==> images/clk_routes.png <==
Bar = 20 um.
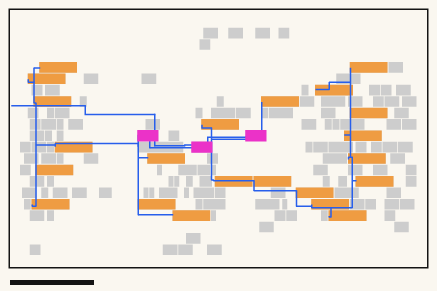
==> images/flops_by_reg.png <==
Bar = 20 um. Other sequential cells in the stronger grey, the rest of the logic in the fainter grey.
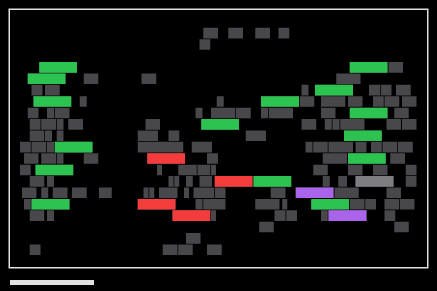
==> images/sizes.png <==
Bar = 20 um.
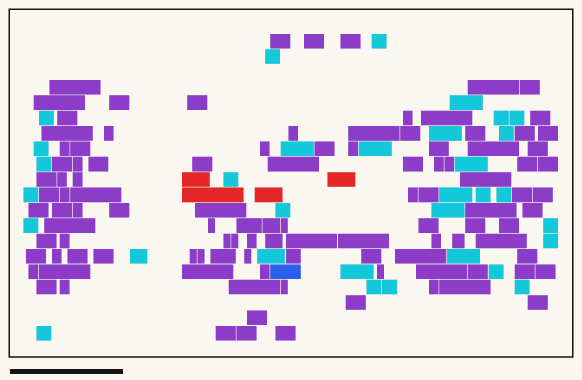
==> images/detail.png <==
Region (60, 0) to (90, 30) um. Cells in grey, sequential cells in the stronger grey; small squares are vias.
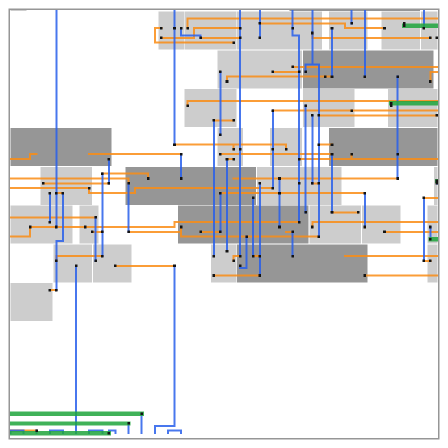
<file path="src/rtl/imem_arbiter.sv">
// Arbitrates the single-port instruction BRAM between fetch (reads) and the program loader (writes).
// Optional grant/conflict statistics are enabled by defining IMEM_ARB_STATS_EN.
`ifndef LEN_INST
`define LEN_INST 32
`endif

module imem_arbiter #(
    parameter int unsigned LEN_MEMISTR_ADDR = 15,
    parameter int unsigned MAX_WAIT         = 4
) (
    input  logic                        clk,
    input  logic                        rstn,
    input  logic                        f_order,
    output logic                        f_accepted,
    output logic                        f_done,
    input  logic [LEN_MEMISTR_ADDR-1:0] f_addr,
    output logic [`LEN_INST-1:0]        f_inst,
    input  logic                        l_order,
    output logic                        l_accepted,
    output logic                        l_done,
    input  logic [LEN_MEMISTR_ADDR-1:0] l_addr,
    input  logic [`LEN_INST-1:0]        l_data,
    output logic [LEN_MEMISTR_ADDR-1:0] a_inst_mem,
    output logic [`LEN_INST-1:0]        w_inst_mem,
    output logic                        we_inst_mem,
`ifdef IMEM_ARB_STATS_EN
    input  logic                        stat_clr,
    output logic [31:0]                 stat_fetch_grants,
    output logic [31:0]                 stat_load_grants,
    output logic [31:0]                 stat_conflicts,
`endif
    input  logic [`LEN_INST-1:0]        d_inst_mem
);

    localparam int unsigned WAIT_W = 4;
    localparam int unsigned ADDR_W = LEN_MEMISTR_ADDR;

    logic [WAIT_W-1:0] wait_q, wait_d;
    logic [ADDR_W-1:0] addr_q, addr_d;
    logic [1:0]        f_pipe_q, f_pipe_d;
    logic              l_done_q, l_done_d;
    logic              fetch_forced;
    logic              f_grant;
    logic              l_grant;

    // Grant, starvation counter and BRAM pin muxing.
    always_comb begin
        fetch_forced = (wait_q == WAIT_W'(MAX_WAIT));
        f_grant      = f_order & (~l_order | fetch_forced);
        l_grant      = l_order & ~f_grant;

        wait_d = wait_q;
        if (!f_order || f_grant) begin
            wait_d = '0;
        end else if (!fetch_forced) begin
            wait_d = wait_q + WAIT_W'(1);
        end

        addr_d = addr_q;
        if (f_grant) begin
            addr_d = f_addr;
        end else if (l_grant) begin
            addr_d = l_addr;
        end

        f_pipe_d = {f_pipe_q[0], f_grant};
        l_done_d = l_grant;
    end

    always_ff @(posedge clk or negedge rstn) begin
        if (!rstn) begin
            wait_q   <= '0;
            addr_q   <= '0;
            f_pipe_q <= '0;
            l_done_q <= 1'b0;
        end else begin
            wait_q   <= wait_d;
            addr_q   <= addr_d;
            f_pipe_q <= f_pipe_d;
            l_done_q <= l_done_d;
        end
    end

    // BRAM address must be valid in the grant cycle, so the pins are driven combinationally.
    assign f_accepted  = f_grant;
    assign l_accepted  = l_grant;
    assign a_inst_mem  = addr_d;
    assign w_inst_mem  = l_data;
    assign we_inst_mem = l_grant;
    assign f_inst      = d_inst_mem;
    assign f_done      = f_pipe_q[1];
    assign l_done      = l_done_q;

`ifdef IMEM_ARB_STATS_EN
    logic [31:0] fetch_cnt_q, load_cnt_q, conf_cnt_q;

    // Saturating event counters; stat_clr wins over increment.
    always_ff @(posedge clk or negedge rstn) begin
        if (!rstn) begin
            fetch_cnt_q <= '0;
            load_cnt_q  <= '0;
            conf_cnt_q  <= '0;
        end else if (stat_clr) begin
            fetch_cnt_q <= '0;
            load_cnt_q  <= '0;
            conf_cnt_q  <= '0;
        end else begin
            if (f_grant && (fetch_cnt_q != 32'hFFFF_FFFF)) fetch_cnt_q <= fetch_cnt_q + 32'd1;
            if (l_grant && (load_cnt_q != 32'hFFFF_FFFF))  load_cnt_q  <= load_cnt_q + 32'd1;
            if (f_order && l_order && (conf_cnt_q != 32'hFFFF_FFFF)) conf_cnt_q <= conf_cnt_q + 32'd1;
        end
    end

    assign stat_fetch_grants = fetch_cnt_q;
    assign stat_load_grants  = load_cnt_q;
    assign stat_conflicts    = conf_cnt_q;
`endif

endmodule

</file>
<file path="config.mk">
export PLATFORM = sky130hd
export DESIGN_NAME = imem_arbiter
export DESIGN_NICKNAME = d
export VERILOG_FILES = /design/src/rtl/imem_arbiter.sv
export SDC_FILE = /design/constraint.sdc
export NUM_CORES = 1
export LEC_CHECK = 0
export CORE_ASPECT_RATIO = 0.6
export CORE_MARGIN = 2
export CORE_UTILIZATION = 30
export CTS_CLUSTER_SIZE = 10
export DETAILED_ROUTE_END_ITERATION = 6
export GPL_ROUTABILITY_DRIVEN = 0
export PLACE_DENSITY = 0.86
export SETUP_SLACK_MARGIN = 0.3
export SYNTH_ARGS = -nofsm -noshare
export SYNTH_HDL_FRONTEND = slang
export SYNTH_SLANG_ARGS = --single-unit
</file>
<file path="constraint.sdc">
create_clock -name clk -period 3 [get_ports clk]
set_input_delay 0.3 -clock clk [delete_from_list [all_inputs] [get_ports clk]]
set_output_delay 0.3 -clock clk [all_outputs]
set_load 0.05 [all_outputs]
</file>
==> results.json <==
{
  "p_per_area_nw_per_um2": 513,
  "crit_type": "reg2out",
  "crit_fanout": 16,
  "dieWidth_um": 99.5,
  "ys_warn_count": 0,
  "period_used_share": 0.761,
  "ff2ff_setup_slack_ns": 1.41,
  "grt_max_degree": 23,
  "cp-end-kind": "output pin",
  "chipArea_sq_um": 6090,
  "io_buffers": 53,
  "min_from": "f_pipe_q[0]",
  "rows": 20,
  "n_fill_cell": 527,
  "vias_per_cell": 4.57,
  "synth_area_sq_um": 1640,
  "hold_class": "reg2reg",
  "numCtsBuffers": 3,
  "ys_chip_area_sq_um": 1640,
  "topCellsByArea": "dfrtp_1 (34%), buf_4 (30%), mux2i_1 (9.2%)",
  "outcome": "complete, no violations",
  "first_pass_iters": 4,
  "yosys_cells": 158,
  "tns_ns": 0,
  "hold_buffers": 0,
  "tightest_slew_ns": 0.494,
  "place_inst": 208,
  "min_to": "f_pipe_q[1]",
  "final_cells": 212,
  "simple_gate_area_frac": 0.0412,
  "wire_per_inst_um": 15.5,
  "r2r_start": "wait_q[0]",
  "cts_root_buf": "clkbuf_8",
  "drtAntennaViolNets": 0,
  "yosysSeqAreaShare": 0.336,
  "io_pins": 182,
  "max_freq_ghz": 0.438,
  "leakage_nw": 0.747,
  "cts_setup_buffers": 0,
  "warnings": 27,
  "place_ws_ns": 0.744,
  "synth-edff-count": 0,
  "vdd_ir_drop_max_mv": 0.205,
  "crit_path_start_kind": "register",
  "layout_setup_ws_ns": 0.718,
  "ff_type": "dfrtp_1",
  "ys_sh_mux": 0.0915,
  "cts_buffer_depth": 2,
  "avgSynthCellArea_sq_um": 10.4,
  "postSynth.asyncResetShare": 1.00,
  "ff2ff_path_depth": 5,
  "grt_pass1_vias": 960,
  "grt.overflow.total": 0,
  "ys_types": 21,
  "startpoint": "wait_q[0]",
  "hold_depth": 0,
  "nets": 247,
  "fin_area_sq_um": 1750,
  "hold_viol_final": 0,
  "cts_tree": "yes"
}
Notes on clk_routes.png above:
[blue] clock wires | length: 307 um
[orange] flip-flops | count: 22
[magenta] clock drivers | count: 3
routed clock nets: 4
clk ins delay skew pair: 0.27 ns
clk pwr: 0.279 mW
final worst clock skew: 0.0103 ns
power share of the clock group: 0.311

Notes on flops_by_reg.png above:
| colour | signal | placed flops |
|---|---|---|
| purple | `f_pipe_q` | 2 |
| red | `wait_q` | 4 |
| green | `addr_q` | 15 |
not coloured: 1
flop share of the area: 0.315
Seq group: 0.330 mW
utilization after layout: 0.339
register area: 551 sq um

Notes on sizes.png above:
| colour | size | cells |
|---|---|---|
| red | _6 and larger | 4 |
| blue | _2 cells | 1 |
| cyan | _3 and _4 cells | 32 |
| purple | _0 and _1 cells | 109 |

Notes on detail.png above:
| colour | layer |
|---|---|
| blue | metal 2 |
| orange | metal 1 |
| green | metal 3 |
cells with their middle in the window: 27
netlist names of flops here include: `addr_q` (3), `f_pipe_q` (2)
sequential cells in the window: 6
most frequent: dfrtp_1 (6), clkdlybuf4s50_1 (5), buf_4 (5)

==> layout by cell type, fill, tap and decap left out <==
cell type	instances
a21oi_1	21
a21oi_4	9
and2_1	1
and2_4	1
buf_4	21
bufinv_16	1
clkbuf_8	3
clkdlybuf4s50_1	35
dfrtp_1	22
ha_1	2
inv_1	4
mux2i_1	15
nand2_1	1
nand2b_4	1
nand3_1	1
nand4b_2	1
nor2_1	4
o211ai_1	1
xnor2_1	1
xor2_1	1
==> worst max-delay path, cell delays in order, from the launching register on <==
cell	delay [ns]
dfrtp_1	0.41
inv_1	0.07
ha_1	0.18
nand4b_2	0.25
and2_4	0.34
a21oi_1	0.23
buf_4	0.24
==> through the flow <==
stage,util,power (mW),hold slack (ns)
final,0.339,0.897,0.358
after global routing,0.339,0.934,0.372
after CTS,0.339,0.910,0.363
after detailed placement,0.325,0.627,0.342
after global placement,0.325,0.623,0.335
after floorplan,-,0.755,0.00441
==> sequential cells by signal, indices dropped and copies added, names as in the netlist <==
register  count
addr_q       15
f_pipe_q      2
l_done        1
wait_q        4
==> cells by family after synthesis <==
logic type                 after synthesis
buffers and inverters                   76
AOI/OAI and AO/OA                       31
DFF                                     22
muxes                                   15
and+or+nand+nor                         10
xor gates and xnor gates                 2
adders and majority gates                2
==> area by class of cell <==
| class | instances | area [sq um] | share of cell area |
|---|---|---|---|
| multi-input combinational | 60 | 519 | 0.297 |
| sequential | 22 | 551 | 0.315 |
| tap | 66 | 82.6 | 0.0473 |
| clock buffer | 3 | 41.3 | 0.0236 |
| timing repair buffer | 56 | 508 | 0.291 |
| clock inverter | 1 | 30.0 | 0.0172 |
| inverter | 4 | 15.0 | 0.00860 |
==> cells in the mapped netlist (all sizes together), types with 2 or more instances <==
cell   count
a21oi     30
and2       2
buf       71
dfrtp     22
ha         2
inv        4
mux2i     15
nor2       4
==> worst max-delay path by stage <==
stage | cells after the start | slack (ns) | end
floorplan | 6 | 0.81 | a_inst_mem[10]
global placement | 5 | 0.80 | a_inst_mem[9]
detailed placement | 5 | 0.74 | a_inst_mem[11]
CTS | 6 | 0.70 | a_inst_mem[11]
finish | 6 | 0.72 | a_inst_mem[11]
global route | 6 | 0.58 | a_inst_mem[11]
==> routing by layer <==
metal / global-route usage / vias to the layer above / wire length (um)
met4: 0.0137 / 0 / 21
met5: 0 / - / 0
met3: 0.0738 / 6 / 462
met1: 0.140 / 450 / 1510
li1: - / 426 / -
met2: 0.160 / 87 / 1300
==> where the power goes <==
part           switching (mW)  internal (mW)  leakage (nW)
Combinational           0.175          0.113         0.449
Clock                   0.100          0.178        0.0357
Sequential            0.00742          0.323         0.262
No activity file was given, so power comes from the tool's default toggle rates.
